==> src/rtl/uart_rx_os_if.sv <==
// rtl/uart_rx_os_if.sv - received-word handshake bundle for uart_rx_os
//
// Signals:
//   data        received word, LSB first on the line
//   valid       data and error flags are held and valid
//   ready       consumer accepts the word when valid && ready
//   parity_err  parity mismatch for the held word
//   frame_err   a stop bit was sampled low for the held word
//   overrun     sticky, a completed frame was dropped while a word was held
// Modports:
//   master      receiver side (drives word and flags, samples ready)
//   slave       consumer side (samples word and flags, drives ready)
interface uart_rx_os_if #(
  parameter int DATA_BITS = 8
);
  logic [DATA_BITS-1:0] data;
  logic                 valid;
  logic                 ready;
  logic                 parity_err;
  logic                 frame_err;
  logic                 overrun;

  modport master (
    output data, valid, parity_err, frame_err, overrun,
    input  ready
  );

  modport slave (
    input  data, valid, parity_err, frame_err, overrun,
    output ready
  );
endinterface

==> src/rtl/uart_rx_os.sv <==
// rtl/uart_rx_os.sv - oversampling UART receiver with held-word handshake
//
// Ports:
//   clk     single clock
//   rst     synchronous active-high reset
//   rxd     asynchronous serial line, idle high
//   enable  permits detection of new start bits (never aborts a frame)
//   busy    high whenever the receiver is not idle
//   rx      word/flag handshake (uart_rx_os_if.master)
module uart_rx_os #(
  parameter int CLOCK_FREQ = 12000000,
  parameter int BAUD_RATE  = 19200,
  parameter int OVERSAMPLE = 16,
  parameter int DATA_BITS  = 8,
  parameter int PARITY     = 0,
  parameter int STOP_BITS  = 1
) (
  input  logic clk,
  input  logic rst,
  input  logic rxd,
  input  logic enable,
  output logic busy,
  uart_rx_os_if.master rx
);

  localparam int DIV  = CLOCK_FREQ / (BAUD_RATE * OVERSAMPLE);
  localparam int DIVW = (DIV > 1) ? $clog2(DIV) : 1;
  localparam int OSW  = $clog2(OVERSAMPLE);

  localparam logic [DIVW-1:0] DIV_LAST  = DIVW'(DIV - 1);
  localparam logic [OSW-1:0]  OS_HALF   = OSW'(OVERSAMPLE / 2 - 1);
  localparam logic [OSW-1:0]  OS_LAST   = OSW'(OVERSAMPLE - 1);
  localparam logic [3:0]      DATA_LAST = 4'(DATA_BITS - 1);
  localparam logic [3:0]      STOP_LAST = 4'(STOP_BITS - 1);

  generate
    if (DIV < 1) begin : g_bad_div
      $error("uart_rx_os: CLOCK_FREQ too low for BAUD_RATE*OVERSAMPLE");
    end
    if (OVERSAMPLE < 4 || (OVERSAMPLE % 2) != 0) begin : g_bad_os
      $error("uart_rx_os: OVERSAMPLE must be even and >= 4");
    end
    if (DATA_BITS < 5 || DATA_BITS > 9) begin : g_bad_db
      $error("uart_rx_os: DATA_BITS must be 5..9");
    end
    if (PARITY < 0 || PARITY > 2) begin : g_bad_par
      $error("uart_rx_os: PARITY must be 0, 1 or 2");
    end
    if (STOP_BITS < 1 || STOP_BITS > 2) begin : g_bad_stop
      $error("uart_rx_os: STOP_BITS must be 1 or 2");
    end
  endgenerate

  typedef enum logic [2:0] {
    S_IDLE,
    S_START,
    S_DATA,
    S_PARITY,
    S_STOP,
    S_WAIT_HIGH
  } state_t;

  // Line synchronizer; flops reset to the idle level so reset never
  // looks like a start bit.
  logic rxd_s1, rxd_s2;

  always_ff @(posedge clk) begin
    if (rst) begin
      rxd_s1 <= 1'b1;
      rxd_s2 <= 1'b1;
    end else begin
      rxd_s1 <= rxd;
      rxd_s2 <= rxd_s1;
    end
  end

  // Free-running oversample tick. With DIV == 1 the counter stays at 0
  // and the tick is asserted every clk.
  logic [DIVW-1:0] div_cnt;
  logic            tick;

  assign tick = (div_cnt == DIV_LAST);

  always_ff @(posedge clk) begin
    if (rst || tick) begin
      div_cnt <= '0;
    end else begin
      div_cnt <= div_cnt + 1'b1;
    end
  end

  // Frame state and datapath
  state_t               state, state_n;
  logic [OSW-1:0]       os_cnt, os_n;
  logic [3:0]           bit_cnt, bit_n;
  logic [DATA_BITS-1:0] shift, shift_n;
  logic                 perr, perr_n;
  logic                 ferr, ferr_n;
  logic                 done;
  logic                 par_exp;

  // Expected parity bit: even parity makes the total count of ones even,
  // so the bit equals the XOR of the word; odd parity is its inverse.
  assign par_exp = (PARITY == 1) ? ~(^shift) : (^shift);

  always_ff @(posedge clk) begin
    if (rst) begin
      state   <= S_IDLE;
      os_cnt  <= '0;
      bit_cnt <= '0;
      shift   <= '0;
      perr    <= 1'b0;
      ferr    <= 1'b0;
    end else begin
      state   <= state_n;
      os_cnt  <= os_n;
      bit_cnt <= bit_n;
      shift   <= shift_n;
      perr    <= perr_n;
      ferr    <= ferr_n;
    end
  end

  always_comb begin
    state_n = state;
    os_n    = os_cnt;
    bit_n   = bit_cnt;
    shift_n = shift;
    perr_n  = perr;
    ferr_n  = ferr;
    done    = 1'b0;

    if (tick) begin
      case (state)
        S_IDLE: begin
          if (enable && !rxd_s2) begin
            state_n = S_START;
            os_n    = '0;
            bit_n   = '0;
            perr_n  = 1'b0;
            ferr_n  = 1'b0;
          end
        end

        // Re-check the line at mid start bit; a high sample was a glitch.
        S_START: begin
          if (os_cnt == OS_HALF) begin
            os_n    = '0;
            state_n = rxd_s2 ? S_IDLE : S_DATA;
          end else begin
            os_n = os_cnt + 1'b1;
          end
        end

        // Shift in from the top so the first bit ends up in bit 0.
        S_DATA: begin
          if (os_cnt == OS_LAST) begin
            os_n    = '0;
            shift_n = {rxd_s2, shift[DATA_BITS-1:1]};
            if (bit_cnt == DATA_LAST) begin
              bit_n   = '0;
              state_n = (PARITY != 0) ? S_PARITY : S_STOP;
            end else begin
              bit_n = bit_cnt + 1'b1;
            end
          end else begin
            os_n = os_cnt + 1'b1;
          end
        end

        S_PARITY: begin
          if (os_cnt == OS_LAST) begin
            os_n    = '0;
            perr_n  = (rxd_s2 != par_exp);
            state_n = S_STOP;
          end else begin
            os_n = os_cnt + 1'b1;
          end
        end

        // The last stop sample completes the frame; a low stop bit means
        // the line may be in break, so wait for it to go high first.
        S_STOP: begin
          if (os_cnt == OS_LAST) begin
            os_n   = '0;
            ferr_n = ferr | ~rxd_s2;
            if (bit_cnt == STOP_LAST) begin
              bit_n   = '0;
              done    = 1'b1;
              state_n = ferr_n ? S_WAIT_HIGH : S_IDLE;
            end else begin
              bit_n = bit_cnt + 1'b1;
            end
          end else begin
            os_n = os_cnt + 1'b1;
          end
        end

        S_WAIT_HIGH: begin
          if (rxd_s2) begin
            state_n = S_IDLE;
          end
        end

        default: begin
          state_n = S_IDLE;
        end
      endcase
    end
  end

  assign busy = (state != S_IDLE);

  // Held-word output stage
  logic [DATA_BITS-1:0] data_q;
  logic                 valid_q;
  logic                 perr_q;
  logic                 ferr_q;
  logic                 ovr_q;
  logic                 hs;

  assign hs = valid_q && rx.ready;

  always_ff @(posedge clk) begin
    if (rst) begin
      data_q  <= '0;
      valid_q <= 1'b0;
      perr_q  <= 1'b0;
      ferr_q  <= 1'b0;
      ovr_q   <= 1'b0;
    end else begin
      if (done && (!valid_q || hs)) begin
        // Slot is free or being emptied this cycle: take the new word.
        data_q  <= shift;
        perr_q  <= perr_n;
        ferr_q  <= ferr_n;
        valid_q <= 1'b1;
      end else if (hs) begin
        valid_q <= 1'b0;
      end

      // A frame completing against an unaccepted word is dropped.
      if (done && valid_q && !hs) begin
        ovr_q <= 1'b1;
      end else if (hs) begin
        ovr_q <= 1'b0;
      end
    end
  end

  assign rx.data       = data_q;
  assign rx.valid      = valid_q;
  assign rx.parity_err = perr_q;
  assign rx.frame_err  = ferr_q;
  assign rx.overrun    = ovr_q;

endmodule

==> src/flat_wrapper.sv <==
// flat-port wrapper written by rule: the top's interface ports become plain ports
module uart_rx_os_flat 
#(
  parameter int CLOCK_FREQ = 12000000,
  parameter int BAUD_RATE  = 19200,
  parameter int OVERSAMPLE = 16,
  parameter int DATA_BITS  = 8,
  parameter int PARITY     = 0,
  parameter int STOP_BITS  = 1
)
  (clk, rst, rxd, enable, busy, rx_data, rx_valid, rx_parity_err, rx_frame_err, rx_overrun, rx_ready);
  uart_rx_os_if #(.DATA_BITS(DATA_BITS)) rx_i ();
  input  logic clk;
  input  logic rst;
  input  logic rxd;
  input  logic enable;
  output logic busy;
  output wire logic [$bits(rx_i.data)-1:0] rx_data;
  output wire logic [$bits(rx_i.valid)-1:0] rx_valid;
  output wire logic [$bits(rx_i.parity_err)-1:0] rx_parity_err;
  output wire logic [$bits(rx_i.frame_err)-1:0] rx_frame_err;
  output wire logic [$bits(rx_i.overrun)-1:0] rx_overrun;
  input wire logic [$bits(rx_i.ready)-1:0] rx_ready;
  assign rx_data = rx_i.data;
  assign rx_valid = rx_i.valid;
  assign rx_parity_err = rx_i.parity_err;
  assign rx_frame_err = rx_i.frame_err;
  assign rx_overrun = rx_i.overrun;
  assign rx_i.ready = rx_ready;
  uart_rx_os #(.CLOCK_FREQ(CLOCK_FREQ), .BAUD_RATE(BAUD_RATE), .OVERSAMPLE(OVERSAMPLE), .DATA_BITS(DATA_BITS), .PARITY(PARITY), .STOP_BITS(STOP_BITS)) u_core (.clk(clk), .rst(rst), .rxd(rxd), .enable(enable), .busy(busy), .rx(rx_i));
endmodule
==> config.mk <==
export PLATFORM = sky130hd
export DESIGN_NAME = uart_rx_os_flat
export DESIGN_NICKNAME = d
export VERILOG_FILES = /design/src/rtl/uart_rx_os_if.sv /design/src/rtl/uart_rx_os.sv /design/src/flat_wrapper.sv
export SDC_FILE = /design/constraint.sdc
export NUM_CORES = 1
export LEC_CHECK = 0
export CAP_MARGIN = 20
export CORE_ASPECT_RATIO = 2
export CORE_MARGIN = 1
export CORE_UTILIZATION = 56
export CTS_CLUSTER_DIAMETER = 80
export DETAILED_ROUTE_END_ITERATION = 10
export PLACE_DENSITY = 0.78
export SYNTH_ARGS = -nofsm -noshare
export SYNTH_HDL_FRONTEND = slang
export SYNTH_SLANG_ARGS = --single-unit
==> constraint.sdc <==
create_clock -name clk -period 2.2 [get_ports clk]
set_clock_uncertainty 0.05 [all_clocks]
set_input_delay 0.22 -clock clk [delete_from_list [all_inputs] [get_ports clk]]
set_output_delay 0.22 -clock clk [all_outputs]
set_load 0.02 [all_outputs]
==> flow.log, run 1 <==
[flow] collecting metrics
INFO  metric run_status = finished with violations
INFO  metric violations = DRC
INFO  metric area.share.combinational = between 40% and 50%
INFO  metric antenna_left = 0
INFO  metric cpLargestDelayFamily = buffers and inverters
INFO  metric cts_tree = yes
INFO  metric number_of_well_taps = 32
INFO  metric yosys_register_bits = 41
INFO  metric yosys-dominant-comb-family = simple AND/OR/NAND/NOR gates
INFO  metric timing_worst_slew_pin_value = between 0.3 and 0.4 ns
INFO  metric avgSynthCellArea = 9.22 sq um
INFO  metric drc = 1
INFO  metric timing.fmax = 0.490 GHz
INFO  metric grt.busiest_layer = met2
INFO  metric hp-start = u_core.rxd_s1
INFO  metric fin_setup_tns = 0 ns
INFO  metric floorplan.rows = 30
INFO  metric worst_reg2reg_path_endpoint = u_core.state[0]
INFO  metric clockNetworkPower = 465 uW
INFO  metric maxPowerGroup = sequential cells
INFO  metric yosysCellCount = about 220
INFO  metric finish.instance_area = about 2300 sq um
INFO  metric worst_skew_pair.late_latency = slightly below 0.3 ns
INFO  metric enable_flop_cells = 0
INFO  metric fin_hold_ws = roughly 0.36 ns
INFO  metric syn_to_final_growth = 15.4%
INFO  metric antenna_found_initial = 0
INFO  metric placed_cells = approximately 260
INFO  metric total_grt_overflow = 0
INFO  metric yosys.stat.seqShare = 41.2%
INFO  metric power.internal = approximately 1000 uW
INFO  metric final_layout_top_logic_cells = sky130_fd_sc_hd__dfxtp_1 (41), sky130_fd_sc_hd__nor2_1 (35), sky130_fd_sc_hd__mux2i_1 (17), sky130_fd_sc_hd__clkdlybuf4s50_1 (17), sky130_fd_sc_hd__a21oi_1 (12)
INFO  metric final_min_period_over_clock_period = 92.9%
INFO  metric number_of_warnings_in_the_stage_logs = 28
INFO  metric syn-cell-area = approximately 2000 sq um
INFO  metric layout.sequential_cells = 41
INFO  metric worst-setup-path-type = flop to output port
INFO  metric antenna_cells_inserted = 0
INFO  metric post_synthesis_cell_count = about 220
INFO  metric power.share.clock = approximately 37%
INFO  metric timing.rr.start = u_core.bit_cnt[0]
INFO  metric sh_seq_area = 35.7%
INFO  metric yosysUniqueCellTypes = 49
INFO  metric synthesis.nets = about 230
INFO  metric worst_hold_path_type = flop to flop
INFO  metric timing.max_cap.violations = 0
INFO  metric async_reset_ff_share = 0%
INFO  metric topRoutingLayerUsed = met4
INFO  metric count_of_buffers_inserted_at_the_top_level_ports = 17
INFO  metric route.met3.wl = around 80 microns
INFO  metric cp-end-kind = output port
INFO  metric synthTopCellsByArea = sky130_fd_sc_hd__dfxtp_1 (41%), sky130_fd_sc_hd__mux2i_1 (8.5%), sky130_fd_sc_hd__nor2_1 (6.6%)
INFO  metric layout.nets = 246
INFO  metric synth-compound-area-share = about 13%
INFO  metric layout-drive-gt1-share = between 10% and 20%
INFO  metric pin_count = 18
INFO  metric simple_gate_share = 24.6%
INFO  metric nonClkBufAreaFrac = around 10%
INFO  metric met2_use_gr = between 40 and 50%
INFO  metric comb_power_share = 3.0%
INFO  metric number_of_setup_violations_in_the_final_report = 0
INFO  metric required_time_of_the_critical_path = about 1.9 ns
INFO  metric yosys.area_share.adder = 3.64%
==> run 1: worst register-to-register path: stages, from the launching register on <==
cell and delay (ns):
sky130_fd_sc_hd__dfxtp_1 0.34, sky130_fd_sc_hd__inv_1 0.08, sky130_fd_sc_hd__ha_1 0.16, sky130_fd_sc_hd__nor3b_2 0.22, sky130_fd_sc_hd__o22ai_2 0.15, sky130_fd_sc_hd__or3_4 0.41, sky130_fd_sc_hd__a2111o_1 0.41, sky130_fd_sc_hd__a21oi_2 0.13
==> run 1: sequential cells by signal, indices dropped and copies added (netlist names), 3 cells and up <==
name / cells
u_core.div_cnt: 6
u_core.state: 3
u_core.os_cnt: 4
u_core.bit_cnt: 4
u_core.shift: 8
u_core.rx.data: 8
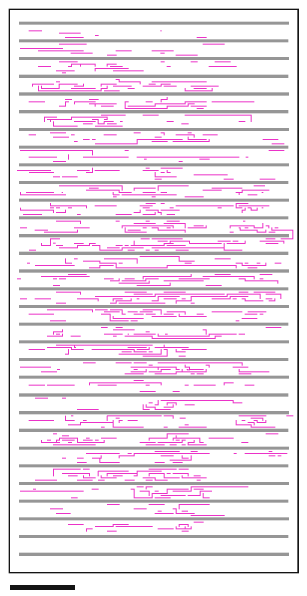
Figure 1: run 1, M1 wires.
The bar under the picture is 10 microns long. Supply wires on this layer in grey.
longest straight run = 15.6 microns
share of all routed wire = 38%
met1 capacity usage during global routing: 23.6%
via count: 1581

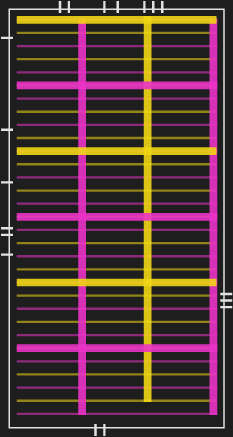
Figure 2: run 1, PDN straps and rails.
Pins as bars on the die edge.
VDD -> yellow
VSS -> magenta
met4 straps = 3
met5 straps = 6
rows = 30
met1 rails = 31
signal pins = 18
peak supply drop: 0.000631 V
vertical die dimension: 86.3 microns
Die X: 44.2 microns
Std-Cell Core Area: 3380 sq um

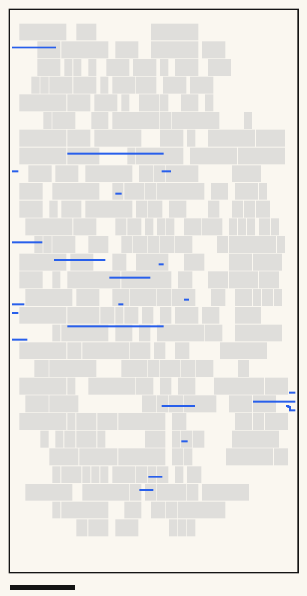
Figure 3: run 1, the metal 3 layer.
The bar under the picture is 10 microns long. Cells faint in the background.
longest straight run = 14.5 microns
main direction = horizontal
wire length on this layer = 78.9 microns
nets with wire on the layer = 15
wirelength, routed: 4100 microns
M3 GR Usage: 3.75%

Figure 4. Gate-type map (run 1).
The bar under the picture is 10 microns long.
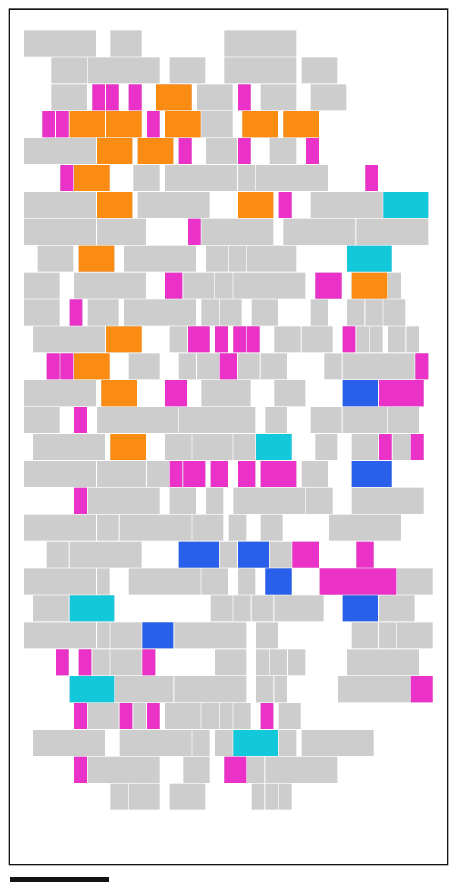

==> run 1 -> run 2 <==
--- a/config.mk
+++ b/config.mk
@@ -8,10 +8,9 @@
 export CAP_MARGIN = 20
 export CORE_ASPECT_RATIO = 2
 export CORE_MARGIN = 1
-export CORE_UTILIZATION = 56
-export CTS_CLUSTER_DIAMETER = 80
+export CORE_UTILIZATION = 51
 export DETAILED_ROUTE_END_ITERATION = 10
-export PLACE_DENSITY = 0.78
+export PLACE_DENSITY = 0.75
 export SYNTH_ARGS = -nofsm -noshare
 export SYNTH_HDL_FRONTEND = slang
 export SYNTH_SLANG_ARGS = --single-unit
==> constraint.sdc (replaced) <==
create_clock -name clk -period 1.75 [get_ports clk]
set_clock_uncertainty 0.05 [all_clocks]
set_input_delay 0.175 -clock clk [delete_from_list [all_inputs] [get_ports clk]]
set_output_delay 0.175 -clock clk [all_outputs]
set_load 0.02 [all_outputs]
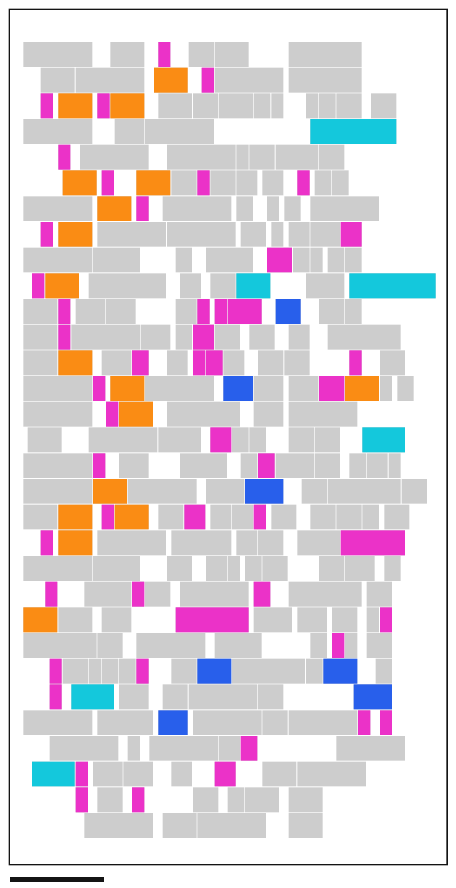
Figure 5: run 2, gate-type map.
The bar under the picture is 10 microns long.
nor cells -> magenta  # cells 50, most used nor2_1, where widely spread
mux cells -> orange  # cells 17, most used mux2i_1
fa/ha/maj cells -> cyan  # cells 6, most used ha_1, where widely spread
non-inverting ao/oa cells -> blue  # cells 7, most used a21o_2
commonest non-fill, non-tap cell in the layout: sky130_fd_sc_hd__buf_4
non-filler instance count after layout: 317
multi-input combinational area share: 44.5%

==> flow.log, run 2 <==
[flow] collecting metrics
INFO  metric run_status = finished with violations
INFO  metric violations = setup timing
INFO  metric antenna_left = 0
INFO  metric final_layout_top_logic_cells = sky130_fd_sc_hd__buf_4 (37), sky130_fd_sc_hd__nor2_1 (35), sky130_fd_sc_hd__dfxtp_1 (34)
INFO  metric async_reset_ff_share = 0%
INFO  metric netSwitchingFraction = 21.3%
INFO  metric yosys.stat.seqShare = about two fifths
INFO  metric ctsLongestPathBuffers = 2
INFO  metric postRouteWirelength = between 4000 and 5000 microns
INFO  metric number_of_setup_violations_in_the_final_report = 11
INFO  metric route.vias.total = 1748
INFO  metric enable_flop_cells = 0
INFO  metric worst_skew_pair.late_latency = just under 0.3 ns
INFO  metric timing.max_cap.violations = 0
INFO  metric cpLargestDelayFamily = simple AND/OR/NAND/NOR gates
INFO  metric placed_cells = roughly 300
INFO  metric yosysCellCount = between 200 and 250
INFO  metric relSlewSlack = approximately 80%
INFO  metric fin_setup_tns = -0.287 ns
INFO  metric grt.busiest_layer = met2
INFO  metric cts.root.buffer_cell = sky130_fd_sc_hd__clkbuf_8
INFO  metric avgSynthCellArea = between 9 and 10 sq um
INFO  metric dr.pass1.iters = 4
INFO  metric design.die.area = 4170 sq um
INFO  metric antenna_found_initial = 0
INFO  metric antenna_cells_inserted = 0
INFO  metric required_time_of_the_critical_path = just under 2 ns
INFO  metric gr-usage-all-layers = between 20% and 30%
INFO  metric worst_reg2reg_path_endpoint = u_core.state[0]
INFO  metric comb_power_share = under 10%
INFO  metric timing.rr.start = u_core.div_cnt[0]
INFO  metric layout-drive-gt1-share = a little under a third
INFO  metric cts_tree = yes
INFO  metric worst-setup-path-type = flop to flop
INFO  metric fin_hold_ws = roughly 0.36 ns
INFO  metric grt_pass1_wl = 7710 microns
INFO  metric maxPowerGroup = sequential cells
INFO  metric timing.fmax = 0.547 GHz
INFO  metric number_of_warnings_in_the_stage_logs = 31
INFO  metric hpwl = ~3300 microns
INFO  metric floorplan.core_area = ~3700 sq um
INFO  metric hp-start = u_core.rxd_s1
INFO  metric post-route-worst-setup-slack = -0.0784 ns
INFO  metric route.met3.wl = ~120 microns
INFO  metric critical_path.startpoint_type = flop
INFO  metric final_min_period_over_clock_period = 104%
INFO  metric dieHeight = between 90 and 100 microns
INFO  metric met2_use_gr = a little over two fifths
INFO  metric cts.clk_slew.worst_paths = 0.08 ns
INFO  metric layout.nets = 278
INFO  metric clockNetworkPower = 621 uW
INFO  metric crit_path_cell_trace = inv_1 -> ha_1 -> and4bb_4 -> o211ai_4 -> or3_4 -> a2111o_1 -> a21oi_2
INFO  metric detail_route.wl_per_cell = about 15 microns
INFO  metric worst_hold_path_type = flop to flop
INFO  metric cp-end-kind = flop
INFO  metric finalHoldViolations = 0
INFO  metric global_route.usage.met1 = between 20% and 30%
INFO  metric syn_to_final_growth = 33.0%
INFO  metric drt_first_iter_violations = between 40 and 50
INFO  metric yosys_register_bits = a little over 40
INFO  metric power.internal = between 1 and 1.5 mW
INFO  metric cell_depth_of_the_worst_setup_path = 7
INFO  metric drc = 0
INFO  metric pwr_density_cell = between 600 and 700 nW/um^2
INFO  metric ir_worst_vdd = roughly 0.00085 V
INFO  metric synthTopCellsByArea = sky130_fd_sc_hd__dfxtp_1 (41%), sky130_fd_sc_hd__mux2i_1 (8.5%), sky130_fd_sc_hd__nor2_1 (6.6%)
INFO  metric rsz0062_at_grt = yes
INFO  metric worstSetupEndpoint = u_core.state[0]
INFO  metric count_of_buffers_inserted_at_the_top_level_ports = 17
INFO  metric total_grt_overflow = 0
INFO  metric power.share.clock = between 30% and 40%
INFO  metric synthesis.nets = 226
INFO  metric use_met3 = 4.80%
INFO  metric total_power = about 1.6 mW
INFO  metric resized_after_cts = 12
INFO  metric timing_worst_slew_pin_value = 0.303 ns
INFO  metric yosysUniqueCellTypes = around 50
INFO  metric floorplan.rows = 31
INFO  metric pin_count = 18
INFO  metric finish.instance_area = 2650 sq um
INFO  metric syn-cell-area = between 1500 and 2000 sq um
INFO  metric hold_bufs_at_cts = 0
INFO  metric finalWeightedCongestion = slightly above 0.8
INFO  metric post_synthesis_cell_count = around 220
INFO  metric topRoutingLayerUsed = met4
INFO  metric die.size.x = roughly 46 microns
-- run 2: cell counts after synthesis --
Identical to the previous run, type by type.
-- run 2: area by class of cell --
cell class	count	area (sq um)
fillers	292	1030
inverters	3	11.3
flip-flops and latches	41	830
multi-input cells	161	1180
repair buffers	56	483
well taps	49	61.3
clock buffers	7	86.3
-- run 2: logic make-up (layout without fill, tap and decap cells) --
group | after synthesis | in the layout | share of synthesized area (%)
buf+inv | 14 | 66 | 3.39
mux | 17 | 17 | 8.54
xor+xnor | 12 | 12 | 5.97
simple gates | 91 | 91 | 24.6
fa+ha+maj | 6 | 6 | 3.64
compound gates | 35 | 35 | 12.7
flops | 41 | 41 | 41.2
==> run 2 -> run 3 <==
--- a/config.mk
+++ b/config.mk
@@ -10,6 +10,7 @@
 export CORE_MARGIN = 1
 export CORE_UTILIZATION = 51
 export DETAILED_ROUTE_END_ITERATION = 10
+export GPL_ROUTABILITY_DRIVEN = 1
 export PLACE_DENSITY = 0.75
 export SYNTH_ARGS = -nofsm -noshare
 export SYNTH_HDL_FRONTEND = slang
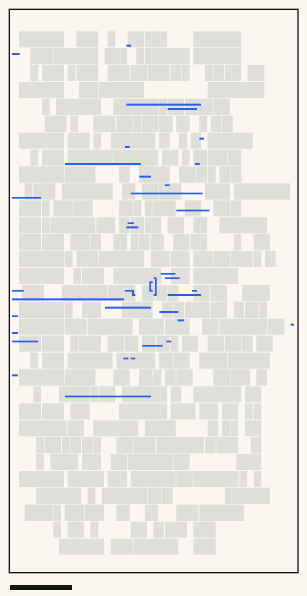
Figure 6: run 3, the metal 3 layer.
The bar under the picture is 10 microns long. Cells faint in the background.
share of all routed wire = 2.7%
wire length on this layer = 125 microns
main direction = horizontal
longest straight run = 17.7 microns
nets with wire on the layer = 23
via count: 1748
M3 GR Usage: 4.80%

==> flow.log, run 3 <==
[flow] collecting metrics
INFO  metric rsz0062_at_grt = yes
INFO  metric post-route-worst-setup-slack = -0.0784 ns
INFO  metric ff_latch_area = between 800 and 900 sq um
INFO  metric worst-setup-path-type = flop to flop
INFO  metric fin_setup_tns = -0.287 ns
INFO  metric number_of_setup_violations_in_the_final_report = 11
INFO  metric total_power = about 1.6 mW
INFO  metric synth-compound-area-share = between 10% and 20%
INFO  metric power.share.clock = between 30% and 40%
INFO  metric timing.max_cap.violations = 0
INFO  metric detail_route.wl_per_cell = 14.8 microns
INFO  metric count_of_buffers_inserted_at_the_top_level_ports = 17
INFO  metric simple_gate_share = between 20% and 30%
INFO  metric pin_count = 18
INFO  metric critical_path.startpoint_type = flop
INFO  metric final_min_period_over_clock_period = 104%
INFO  metric synthTopCellsByArea = sky130_fd_sc_hd__dfxtp_1 (41%), sky130_fd_sc_hd__mux2i_1 (8.5%), sky130_fd_sc_hd__nor2_1 (6.6%)
INFO  metric cp-end-kind = flop
INFO  metric pwr_density_cell = between 600 and 700 nW/um^2
INFO  metric area.combinational = 1180 sq um
INFO  metric dr.pass1.iters = 4
INFO  metric antenna_cells_inserted = 0
INFO  metric placed_cells = about 310
INFO  metric clock_tree_area_fraction = between 3 and 4%
INFO  metric yosys.stat.seqShare = just over 40%
INFO  metric fin_hold_ws = between 0.3 and 0.4 ns
INFO  metric sh_seq_area = 31.3%
INFO  metric number_of_well_taps = around 49
INFO  metric worst_skew_pair.late_latency = roughly 0.29 ns
INFO  metric async_reset_ff_share = 0%
INFO  metric grt_pass1_wl = 7710 microns
INFO  metric die.size.x = between 40 and 50 microns
INFO  metric final_layout_top_logic_cells = sky130_fd_sc_hd__buf_4 (37), sky130_fd_sc_hd__nor2_1 (35), sky130_fd_sc_hd__dfxtp_1 (34)
INFO  metric cts.root.buffer_cell = sky130_fd_sc_hd__clkbuf_8
INFO  metric mostFrequentLayoutCell = sky130_fd_sc_hd__buf_4
INFO  metric num-nonclk-inverters = 3
INFO  metric nMultiInputCombCells = ~160
INFO  metric fillers = roughly 290
INFO  metric cts.clk_slew.worst_paths = 0.08 ns
INFO  metric number_of_warnings_in_the_stage_logs = 31
INFO  metric comb_power_share = around 3.8%
INFO  metric nNonClkBuffers = 56
INFO  metric hp-start = u_core.rxd_s1
INFO  metric design.die.area = around 4200 sq um
INFO  metric required_time_of_the_critical_path = around 1.9 ns
INFO  metric run_status = finished with violations
INFO  metric yosys_register_bits = 41
INFO  metric layout.sequential_cells = a little over 40
INFO  metric dieHeight = about 90 microns
INFO  metric crit_path_cell_trace = inv_1 -> ha_1 -> and4bb_4 -> o211ai_4 -> or3_4 -> a2111o_1 -> a21oi_2
INFO  metric relSlewSlack = 79.7%
INFO  metric post_synthesis_cell_count = approximately 220
INFO  metric yosysUniqueCellTypes = between 40 and 50
INFO  metric worstSetupEndpoint = u_core.state[0]
INFO  metric violations = setup timing
INFO  metric antenna_found_initial = 0
INFO  metric synth.cellmix.xorXnorShare = under 10%
INFO  metric hold_bufs_at_cts = 0
INFO  metric layout.cells.non_filler = about 320
INFO  metric cpLargestDelayFamily = simple AND/OR/NAND/NOR gates
INFO  metric syn-cell-area = between 1500 and 2000 sq um
INFO  metric finish.instance_area = 2650 sq um
INFO  metric floorplan.core_area = ~3700 sq um
INFO  metric gr-usage-all-layers = approximately a quarter
INFO  metric area.share.combinational = ~44%
INFO  metric top_area_cell_class = logic gates
INFO  metric syn_to_final_growth = 33.0%
INFO  metric yosys.area_share.adder = 3.64%
INFO  metric floorplan.rows = 31
[run 3: cell counts in the layout (fill, tap and decap cells not counted)]
No cell type changed its count.
[run 3: repair_timing]
action                                 4_1_cts  5_1_grt
buffers inserted                             4        1
endpoints found under the hold margin        0        0
pin swaps                                    0        1
gates resized                               12        7
setup endpoints to repair                   20       32
[run 3: power by group through the flow]
stage | sequential (mW) | clock [mW] | combinational, mW
global route | 0.949 | 0.677 | 0.0661
global placement | 0.970 | 0 | 0.0589
detailed placement | 0.970 | 0 | 0.0610
CTS | 0.948 | 0.630 | 0.0610
finish | 0.948 | 0.621 | 0.0613
floorplan | 0.967 | 0 | 0.0361
[run 3: metal layers]
metal / global-route usage (%) / share of wire [%]
met4: 14.7 / 4.6
met1: 24.7 / 36
met2: 43.4 / 57
met5: 0 / 0
met3: 4.80 / 2.6

==> layout pictures side by side <==
Routing congestion map.
panel A
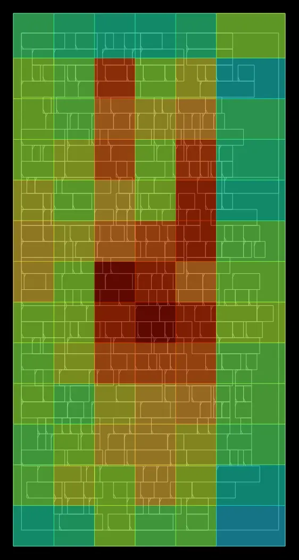
panel B
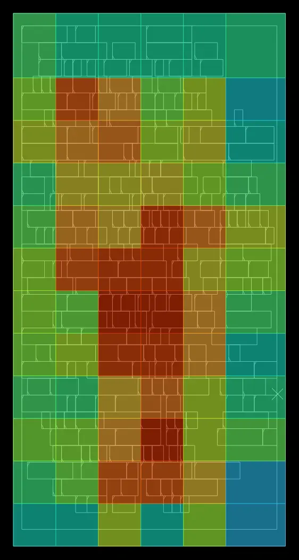
| from | picture |
|---|---|
| run 3 | panel A |
| run 1 | panel B |

Power is estimated from default activity; no workload was simulated.
